[config.mk]
export PLATFORM = sky130hd
export DESIGN_NAME = run_ctrl
export DESIGN_NICKNAME = d
export VERILOG_FILES = /design/src/rtl/run_ctrl.sv
export SDC_FILE = /design/constraint.sdc
export NUM_CORES = 1
export LEC_CHECK = 0
export CAP_MARGIN = 30
export CORE_UTILIZATION = 49
export CTS_CLUSTER_SIZE = 14
export DETAILED_ROUTE_END_ITERATION = 8
export PLACE_DENSITY = 0.83
export SLEW_MARGIN = 25
export SYNTH_ARGS = -nofsm -noshare
export SYNTH_HDL_FRONTEND = slang
export SYNTH_SLANG_ARGS = --single-unit
[constraint.sdc]
create_clock -name clk -period 3.7 [get_ports clk]
set_input_delay 0.925 -clock clk [delete_from_list [all_inputs] [get_ports clk]]
set_output_delay 0.925 -clock clk [all_outputs]
set_load 0.005 [all_outputs]
[src/rtl/run_ctrl.sv]
// Run controller for a simple fetch/decode/execute sequencer with a retired-instruction counter.
// Optional single-step support (PAUSE state, step_mode/step ports) is built when RUN_CTRL_STEP_EN is defined.
module run_ctrl #(
  parameter int CNT_W = 16
) (
  input  logic             clk,
  input  logic             reset,
  input  logic             start,
  input  logic             mem_ready,
  input  logic [1:0]       instruct,
`ifdef RUN_CTRL_STEP_EN
  input  logic             step_mode,
  input  logic             step,
`endif
  output logic             fetch_en,
  output logic             exec_en,
  output logic             pc_inc,
  output logic             halted,
  output logic             busy,
  output logic [CNT_W-1:0] retired,
  output logic [2:0]       state_dbg
);

  typedef enum logic [2:0] {
    S_IDLE   = 3'd0,
    S_FETCH  = 3'd1,
    S_DECODE = 3'd2,
    S_EXEC   = 3'd3,
    S_HALT   = 3'd4
`ifdef RUN_CTRL_STEP_EN
    ,
    S_PAUSE  = 3'd5
`endif
  } state_t;

  localparam logic [1:0] OP_HALT = 2'b10;

  state_t state;
  state_t state_nxt;

  // Handshake: the instruction register loads on any cycle where fetch_en is high;
  // there is no back-pressure, mem_ready alone qualifies the fetch.
  assign fetch_en  = (state == S_FETCH) && mem_ready;
  assign state_dbg = state;

  always_comb begin
    state_nxt = state;
    unique case (state)
      S_IDLE:   if (start) state_nxt = S_FETCH;
      S_FETCH:  if (mem_ready) state_nxt = S_DECODE;
      S_DECODE: state_nxt = (instruct == OP_HALT) ? S_HALT : S_EXEC;
`ifdef RUN_CTRL_STEP_EN
      S_EXEC:   state_nxt = step_mode ? S_PAUSE : S_FETCH;
      S_PAUSE:  if (step || !step_mode) state_nxt = S_FETCH;
`else
      S_EXEC:   state_nxt = S_FETCH;
`endif
      S_HALT:   state_nxt = S_HALT;
      default:  state_nxt = S_IDLE;
    endcase
  end

  // Moore outputs are registered from the next state so they line up with the state register.
  always_ff @(posedge clk) begin
    if (reset) begin
      state   <= S_IDLE;
      retired <= '0;
      exec_en <= 1'b0;
      pc_inc  <= 1'b0;
      halted  <= 1'b0;
      busy    <= 1'b0;
    end else begin
      state   <= state_nxt;
      if (state == S_EXEC) retired <= retired + CNT_W'(1);
      exec_en <= (state_nxt == S_EXEC);
      pc_inc  <= (state_nxt == S_EXEC);
      halted  <= (state_nxt == S_HALT);
      busy    <= (state_nxt != S_IDLE) && (state_nxt != S_HALT);
    end
  end

endmodule

**Cells by drive strength**

The bar under the picture is 10 µm long.
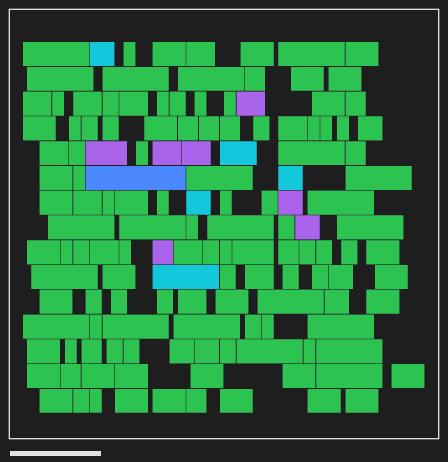
color	size	cells	share
green	_0 and _1 cells	127	91%
purple	_2 cells	7	5.0%
blue	_6 and larger	1	0.71%
cyan	_3 and _4 cells	5	3.6%

**Cell outlines without signal wires**

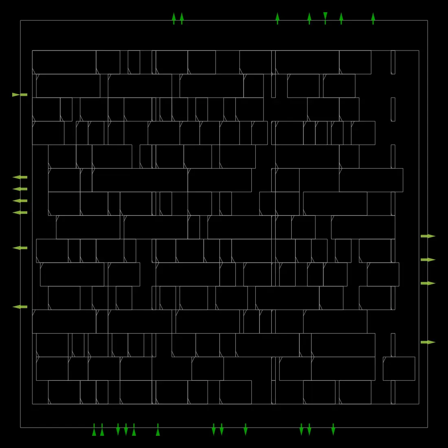
# rows: 15
post-route core utilization: 73.68%

==> notes.md <==
fresh numbers from the pnr run: status finished clean, first-pass GRT wire length 3277 µm, Hold Crit Depth 2, yosys xor share 8.827%, depth of the worst register-to-register path 5, drt first pass iters 4, post-layout period usage of the worst path 89.08%, grt ovf 0, TNS Setup 0 ps, skew final 12.38 ps, Power Dens Cells 345.2 nW/µm², P_int 369.2 µW, Comb/total area 38.71%, Layout area overhead 35.18%, Max Root-Sink Buffers 2, Place WS 401.0 ps, crit end category output port, Seq/Total Area, Yosys 44.39%, most frequent cell after synthesis dfxtp_1, NonClk Buf Share 21.64%, I/O Buffers 29, startpoint class of the critical path input port, Simple-Gate Fraction of Synth Area 32.66%, worst hold-check path type flip-flop to flip-flop, sequence of cells on the critical path clkdlybuf4s50_1 -> nor4bb_1 -> clkdlybuf4s50_1, synthesized cell area 992.2 µm², M1 WL 1031 µm, Adder Share, Synth 1.261%, Worst Hold End retired[15]$_SDFFE_PP0N_, Core Util at FP 54.50%, Global Route met3 Usage 5.769%, met1 Usage GRT 28.94%, Hold-fix buffers, CTS 0, Pins Over Slew Limit 0, TritonCTS clock tree built, initial antenna violation count 0, Max VDD drop 0.3582 mV, # Post-CTS Setup Buffers 0, M2 GR Usage 32.78%, Cell area leaders dfxtp_1, nor2_1, xnor2_1, nand3_1, a21oi_1, leakage power 0.0004643 µW, core area 1821 µm², fin crit period 3296 ps, Async S/R FF share, synth 0%, critical path depth 3, Nets 148, # setup viols final 0, fmax 0.3034 GHz, uppermost layer routed met4, Top reg by flops retired, Clock-cell share 3.918%, WP data arrival 2370 ps, Post-Place Cell Area 1289 µm², Cells after Synth 112, DRC violations left 0, area fraction in mux cells 0%, overall die width 47 µm, Ports 30, synth unique cells 34, Post-synth EDFFs 0, post-DP HPWL 1496 µm, register bit total from synthesis 22, DR WL/cell 12.69 µm, Floorplan Nets 119, Non-CTS buffers 29, Detailed Route WL 2094 µm, critical path peak fanout 2, worst hold slack 486.0 ps, Worst slew margin 44.65%, met3 WL post-DR 73 µm, post-cts sizing count 0, Synth Flop Type dfxtp_1, clock root buffer clkbuf_4, Seq pwr share 53.5%, Avg Cell Area, Syn 8.859 µm², combinational power 32.1 µW, Top power group registers, fillers 145, Routability Congestion 0.8064, clock transition at the registers of the reported paths 130 ps, clock network power 183 µW, seq_cells 22, Iteration-0 DRC Markers 7, Final Cell Area 1341 µm², RR Startpoint retired[0]$_SDFFE_PP0N_, Synth top area share 44.39%, GR Util All Layers 21.27%, Setup CP Type input port to output port, WP data required 2770 ps, inverters 2, share of post-route cells with drive strength above 1 9.286%, Psw 93.77 µW, vias in the first global route 715, switching share of power 20.25%, HP Start retired[15]$_SDFFE_PP0N_, Synth Warn # 0, combinational power share 6.9%, RSZ-0062 raised after global routing false, Main logic family simple AND/OR/NAND/NOR gates, post-placement cell count 161, MI comb cells 83, logic area 519.2 µm², full die area 2209 µm², final setup margin 404.2 ps, n_diodes 0, ao+oa area frac 9.584%, met2 wire length 965 µm, final std cells w/o fill 165, Commonest Layout Cell clkdlybuf4s50_1, largest net degree at the start of global routing 25, clock share of power 39.5%, commonest cells in the netlist dfxtp_1, nor2_1, nand3_1, Antenna Nets Post-Route 0, Power Total 463.0 µW, max cap viols 0, Leading cell kind logic gates, summed standard-cell area reported by yosys 992.2 µm², slowest CP cell clkdlybuf4s50_1, most frequent cells in the layout clkdlybuf4s50_1, dfxtp_1, nor2_1, nand3_1, a21oi_1, tally of OpenROAD warnings 26, TAP cells 25, cell mode on critical path clkdlybuf4s50_1, cell total in the yosys stat output 112, Worst path top cell family by delay buffers and inverters, vias 900, Worst path max stage delay 610 ps, H-tree depth 1, WP buf/inv 2, grt peak-use layer met2
**Sequential cells grouped by signal name**

The bar under the picture is 10 µm long. Other sequential cells in the stronger gray, the rest of the logic in the fainter gray.
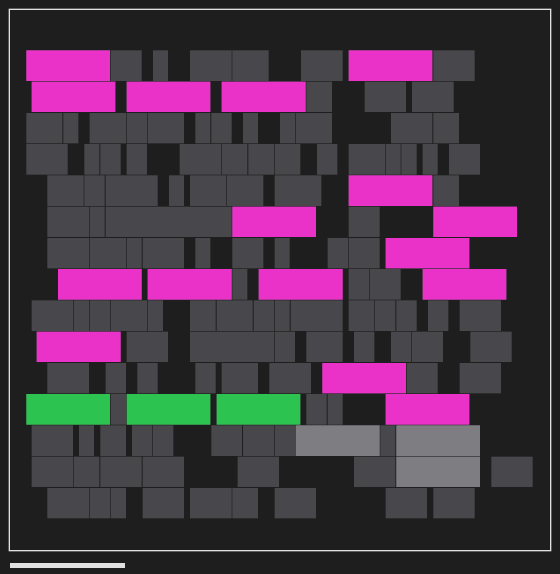
color	name in the netlist	sequential cells
magenta	retired	16
green	state_dbg	3
Seq/total area: 32.84%
P_seq: 248 µW
Reg area: 440.4 µm²

Power is estimated from default activity; no workload was simulated.
